==> images/congestion.png <==
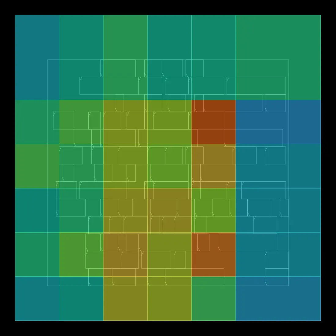
==> images/wires.png <==
Drawn at 8 px/µm.
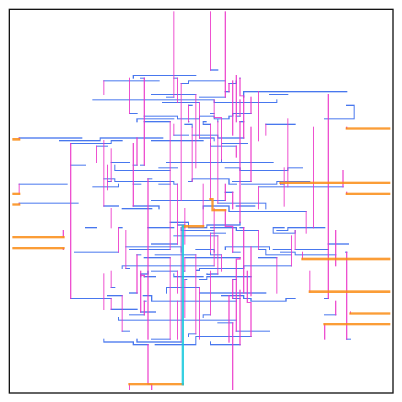
## src/rtl/cnt4_fsm_if.sv

```systemverilog
// Control/status bundle for cnt4_fsm; dir_i exists only when CNT4_UPDOWN_EN is defined.
// master drives the controls, slave is the counter side.
interface cnt4_fsm_if #(
  parameter int WIDTH = 4
);
  logic             en_i;
  logic             start_i;
  logic             mode_i;
  logic             clr_i;
  logic             load_i;
  logic [WIDTH-1:0] load_val_i;
`ifdef CNT4_UPDOWN_EN
  logic             dir_i;
`endif
  logic [WIDTH-1:0] cnt_o;
  logic             wrap_o;
  logic             busy_o;
  logic             done_o;

  modport master (
`ifdef CNT4_UPDOWN_EN
    output dir_i,
`endif
    output en_i, start_i, mode_i, clr_i, load_i, load_val_i,
    input  cnt_o, wrap_o, busy_o, done_o
  );

  modport slave (
`ifdef CNT4_UPDOWN_EN
    input  dir_i,
`endif
    input  en_i, start_i, mode_i, clr_i, load_i, load_val_i,
    output cnt_o, wrap_o, busy_o, done_o
  );
endinterface

```

## src/rtl/cnt4_fsm.sv

```systemverilog
// Run/done controlled counter whose increment comes from a ripple chain of fadder cells.
// Optional feature macro: CNT4_UPDOWN_EN adds dir_i for down-counting.
module fadder (
  input  logic a,
  input  logic b,
  input  logic ci,
  output logic s,
  output logic co
);
  assign s  = a ^ b ^ ci;
  assign co = (a & b) | (a & ci) | (b & ci);
endmodule

module cnt4_fsm #(
  parameter int WIDTH = 4
) (
  input  logic          clk_i,
  input  logic          rst_i,
  cnt4_fsm_if.slave     bus
);
  typedef enum logic [1:0] {IDLE, RUN, DONE} state_t;

  state_t           state, state_nxt;
  logic [WIDTH-1:0] cnt, cnt_nxt;
  logic             wrap, wrap_nxt;
  logic             dir;
  logic [WIDTH-1:0] addend;
  logic [WIDTH-1:0] sum;
  logic [WIDTH:0]   carry;
  logic             terminal;

`ifdef CNT4_UPDOWN_EN
  assign dir = bus.dir_i;
`else
  assign dir = 1'b0;
`endif

  // Up: cnt + 0 + 1. Down: cnt + all-ones + 0, i.e. cnt - 1.
  assign addend   = {WIDTH{dir}};
  assign carry[0] = ~dir;

  for (genvar i = 0; i < WIDTH; i++) begin : g_chain
    fadder u_fa (
      .a  (cnt[i]),
      .b  (addend[i]),
      .ci (carry[i]),
      .s  (sum[i]),
      .co (carry[i+1])
    );
  end

  // Up terminal is carry-out set (all-ones); down terminal is no borrow-free carry (zero).
  assign terminal = carry[WIDTH] ^ dir;

  always_ff @(posedge clk_i or posedge rst_i) begin
    if (rst_i) begin
      state <= IDLE;
      cnt   <= '0;
      wrap  <= 1'b0;
    end else begin
      state <= state_nxt;
      cnt   <= cnt_nxt;
      wrap  <= wrap_nxt;
    end
  end

  always_comb begin
    state_nxt = state;
    cnt_nxt   = cnt;
    wrap_nxt  = 1'b0;
    if (bus.clr_i) begin
      cnt_nxt   = '0;
      state_nxt = IDLE;
    end else if (bus.load_i) begin
      cnt_nxt = bus.load_val_i;
      if (state == DONE) state_nxt = IDLE;
    end else begin
      case (state)
        IDLE: begin
          if (bus.start_i) state_nxt = RUN;
        end
        RUN: begin
          if (bus.en_i) begin
            if (!terminal) begin
              cnt_nxt = sum;
            end else if (!bus.mode_i) begin
              cnt_nxt  = sum;
              wrap_nxt = 1'b1;
            end else begin
              state_nxt = DONE;
            end
          end
        end
        DONE: begin
          // A restart begins from the far end for the current direction.
          if (bus.start_i) begin
            cnt_nxt   = {WIDTH{dir}};
            state_nxt = RUN;
          end
        end
        default: state_nxt = IDLE;
      endcase
    end
  end

  assign bus.cnt_o  = cnt;
  assign bus.wrap_o = wrap;
  assign bus.busy_o = (state == RUN);
  assign bus.done_o = (state == DONE);
endmodule

```

## src/flat_wrapper.sv

```systemverilog
// flat-port wrapper written by rule: the top's interface ports become plain ports
module cnt4_fsm_flat 
#(
  parameter int WIDTH = 4
)
  (clk_i, rst_i, bus_en_i, bus_start_i, bus_mode_i, bus_clr_i, bus_load_i, bus_load_val_i, bus_cnt_o, bus_wrap_o, bus_busy_o, bus_done_o);
  cnt4_fsm_if #(.WIDTH(WIDTH)) bus_i ();
  input  logic clk_i;
  input  logic rst_i;
  input wire logic [$bits(bus_i.en_i)-1:0] bus_en_i;
  input wire logic [$bits(bus_i.start_i)-1:0] bus_start_i;
  input wire logic [$bits(bus_i.mode_i)-1:0] bus_mode_i;
  input wire logic [$bits(bus_i.clr_i)-1:0] bus_clr_i;
  input wire logic [$bits(bus_i.load_i)-1:0] bus_load_i;
  input wire logic [$bits(bus_i.load_val_i)-1:0] bus_load_val_i;
  output wire logic [$bits(bus_i.cnt_o)-1:0] bus_cnt_o;
  output wire logic [$bits(bus_i.wrap_o)-1:0] bus_wrap_o;
  output wire logic [$bits(bus_i.busy_o)-1:0] bus_busy_o;
  output wire logic [$bits(bus_i.done_o)-1:0] bus_done_o;
  assign bus_i.en_i = bus_en_i;
  assign bus_i.start_i = bus_start_i;
  assign bus_i.mode_i = bus_mode_i;
  assign bus_i.clr_i = bus_clr_i;
  assign bus_i.load_i = bus_load_i;
  assign bus_i.load_val_i = bus_load_val_i;
  assign bus_cnt_o = bus_i.cnt_o;
  assign bus_wrap_o = bus_i.wrap_o;
  assign bus_busy_o = bus_i.busy_o;
  assign bus_done_o = bus_i.done_o;
  cnt4_fsm #(.WIDTH(WIDTH)) u_core (.clk_i(clk_i), .rst_i(rst_i), .bus(bus_i));
endmodule
```

## config.mk

```make
export PLATFORM = sky130hd
export DESIGN_NAME = cnt4_fsm_flat
export DESIGN_NICKNAME = d
export VERILOG_FILES = /design/src/rtl/cnt4_fsm_if.sv /design/src/rtl/cnt4_fsm.sv /design/src/flat_wrapper.sv
export SDC_FILE = /design/constraint.sdc
export NUM_CORES = 1
export LEC_CHECK = 0
export CORE_MARGIN = 5
export CORE_UTILIZATION = 39
export DETAILED_ROUTE_END_ITERATION = 10
export PLACE_DENSITY_LB_ADDON = 0.15
export SETUP_SLACK_MARGIN = 0.05
export SYNTH_ARGS = -nofsm -noshare
export SYNTH_HDL_FRONTEND = slang
export SYNTH_SLANG_ARGS = --single-unit
```

## constraint.sdc

```tcl
create_clock -name clk_i -period 1.7 [get_ports clk_i]
set_input_delay 0.425 -clock clk_i [delete_from_list [all_inputs] [get_ports clk_i]]
set_output_delay 0.425 -clock clk_i [all_outputs]
set_load 0.02 [all_outputs]
```

==> results_dict.tcl <==
# collected from the flow reports
set metrics [dict create \
    critPathBufInv 2 \
    yosys_warnings 0 \
    drt_pass1_iterations 2 \
    p_comb_mw 0.161 \
    finalSetupTns_ps 0 \
    syn_to_final_growth_pct 53.0 \
    inv_count 3 \
    synth_chip_area_um2 557 \
    power_clock_mw 0.153 \
    nClkBuffers 4 \
    grt_pass1_vias 497 \
    xor_share 0 \
    die_w_um 47.8 \
    hold_viol_final 0 \
    ff_count 7 \
    rows 13 \
    synth_area_um2 557 \
    seq_power_share 0.374 \
    cts_sinks 7 \
    worstReg2RegEnd "u_core.bus.cnt_o[1]" \
    mi_logic_area_um2 367 \
    top_area_cell "dfrtp_1" \
    logic_gate_count 37 \
    slowest_delay_ps 460 \
    cp_data_arrival_time_ps 1790 \
    synthArstFlopShare 1.00 \
    finalSetupViolCount 0 \
    r2r-start "u_core.bus.cnt_o[1]" \
    tightest_slew_ps 364 \
    fillers 125 \
    clk_transition_reported_paths_ps 60 \
    cts_resized 18 \
    crit_path_start_kind "input pin" \
    synth.cellmix.adderShare 0.112 \
    relSlewSlack 0.755 \
    min_path_type "input pin to asynchronous set/reset pin" \
    p_int_mw 0.357 \
    synthFlopType "dfrtp_1" \
    maxSlewViolCount 0 \
    p_sw_mw 0.144 \
    gr-total-overflow 0 \
    postLayoutCellArea_um2 852 \
    status "complete, no violations" \
    tapCellCount 15 \
    cp_slowest_cell "clkdlybuf4s50_1" \
    p_leak_nw 0.421 \
    largest_reg_flops 4 \
    top_cells_by_area "dfrtp_1 (31%), ha_1 (11%), mux2_4 (11%)" \
    wl_met2_um 551 \
    cts_buffers 3 \
    hold_ws_ps 423 \
    busiest_layer "met2" \
    critPathCapture "u_core.state[0]" \
    buffer_area_frac 0.298 \
    maxCapViolCount 0 \
    route.detailed.drc 0 \
    coreArea_mm2 0.00133 \
    final_common_cell "buf_4" \
    flop_area_um2 175 \
    edf_count 0 \
    setup_slack_ps 75.7 \
    warning_count 28 \
    die_y_um 47.8 \
    n_all_buffers 30 \
    path_cells "clkdlybuf4s50_1 -> buf_4 -> nor4b_2 -> nor2_1 -> o21ai_1 -> mux2i_1" \
    die_area_mm2 0.00228 \
    tritoncts "yes" \
    synthAoiAreaFrac 0.128 \
    power.group.top "sequential cells" \
    worst_clock_skew_ps 4.28 \
    route.met3.wl_um 84 \
    comb_power_share 0.321 \
    drtAntennaViolNets 0 \
    h-tree-depth 1 \
    top_cell_area_share 0.315 \
    antenna_found_initial 0 \
    ys_top_cells_by_count "dfrtp_1 (7), nor2_1 (6), buf_4 (5), ha_1 (5), mux2_4 (4)" \
    pwr-share-clk 0.305 \
    pwr_density_cell_mw_per_mm2 588 \
    place_hpwl_um 914 \
    clockBufferDepth 2 \
    fp_util 0.417 \
    syn-instance-count 53 \
    worst_ir_drop_vdd_uv 294 \
    cp-end-kind "register" \
    ys_seq_share 0.315 \
    crit_path_max_fanout 2 \
    post_cts.repair.setup_buffers 0 \
    r2r_cells 6 \
    crit_type "input pin to register" \
    io_buffers 17 \
]
-- congestion.png (at the start) --
M2 GR Usage: 0.182
met1 usage: 0.173
Global Route met3 Usage: 0.0263

-- wires.png (at the start) --
| color | layer | wire length |
|---|---|---|
| cyan | metal 4 | 19.7 µm |
| blue | metal 1 | 584 µm |
| magenta | metal 2 | 551 µm |
| orange | metal 3 | 84.6 µm |
via count: 468
average wire per standard cell: 12.9 µm
GRT Total Usage: 0.128
drt total wl: 1.24 mm

Power and IR drop assume default switching activity.
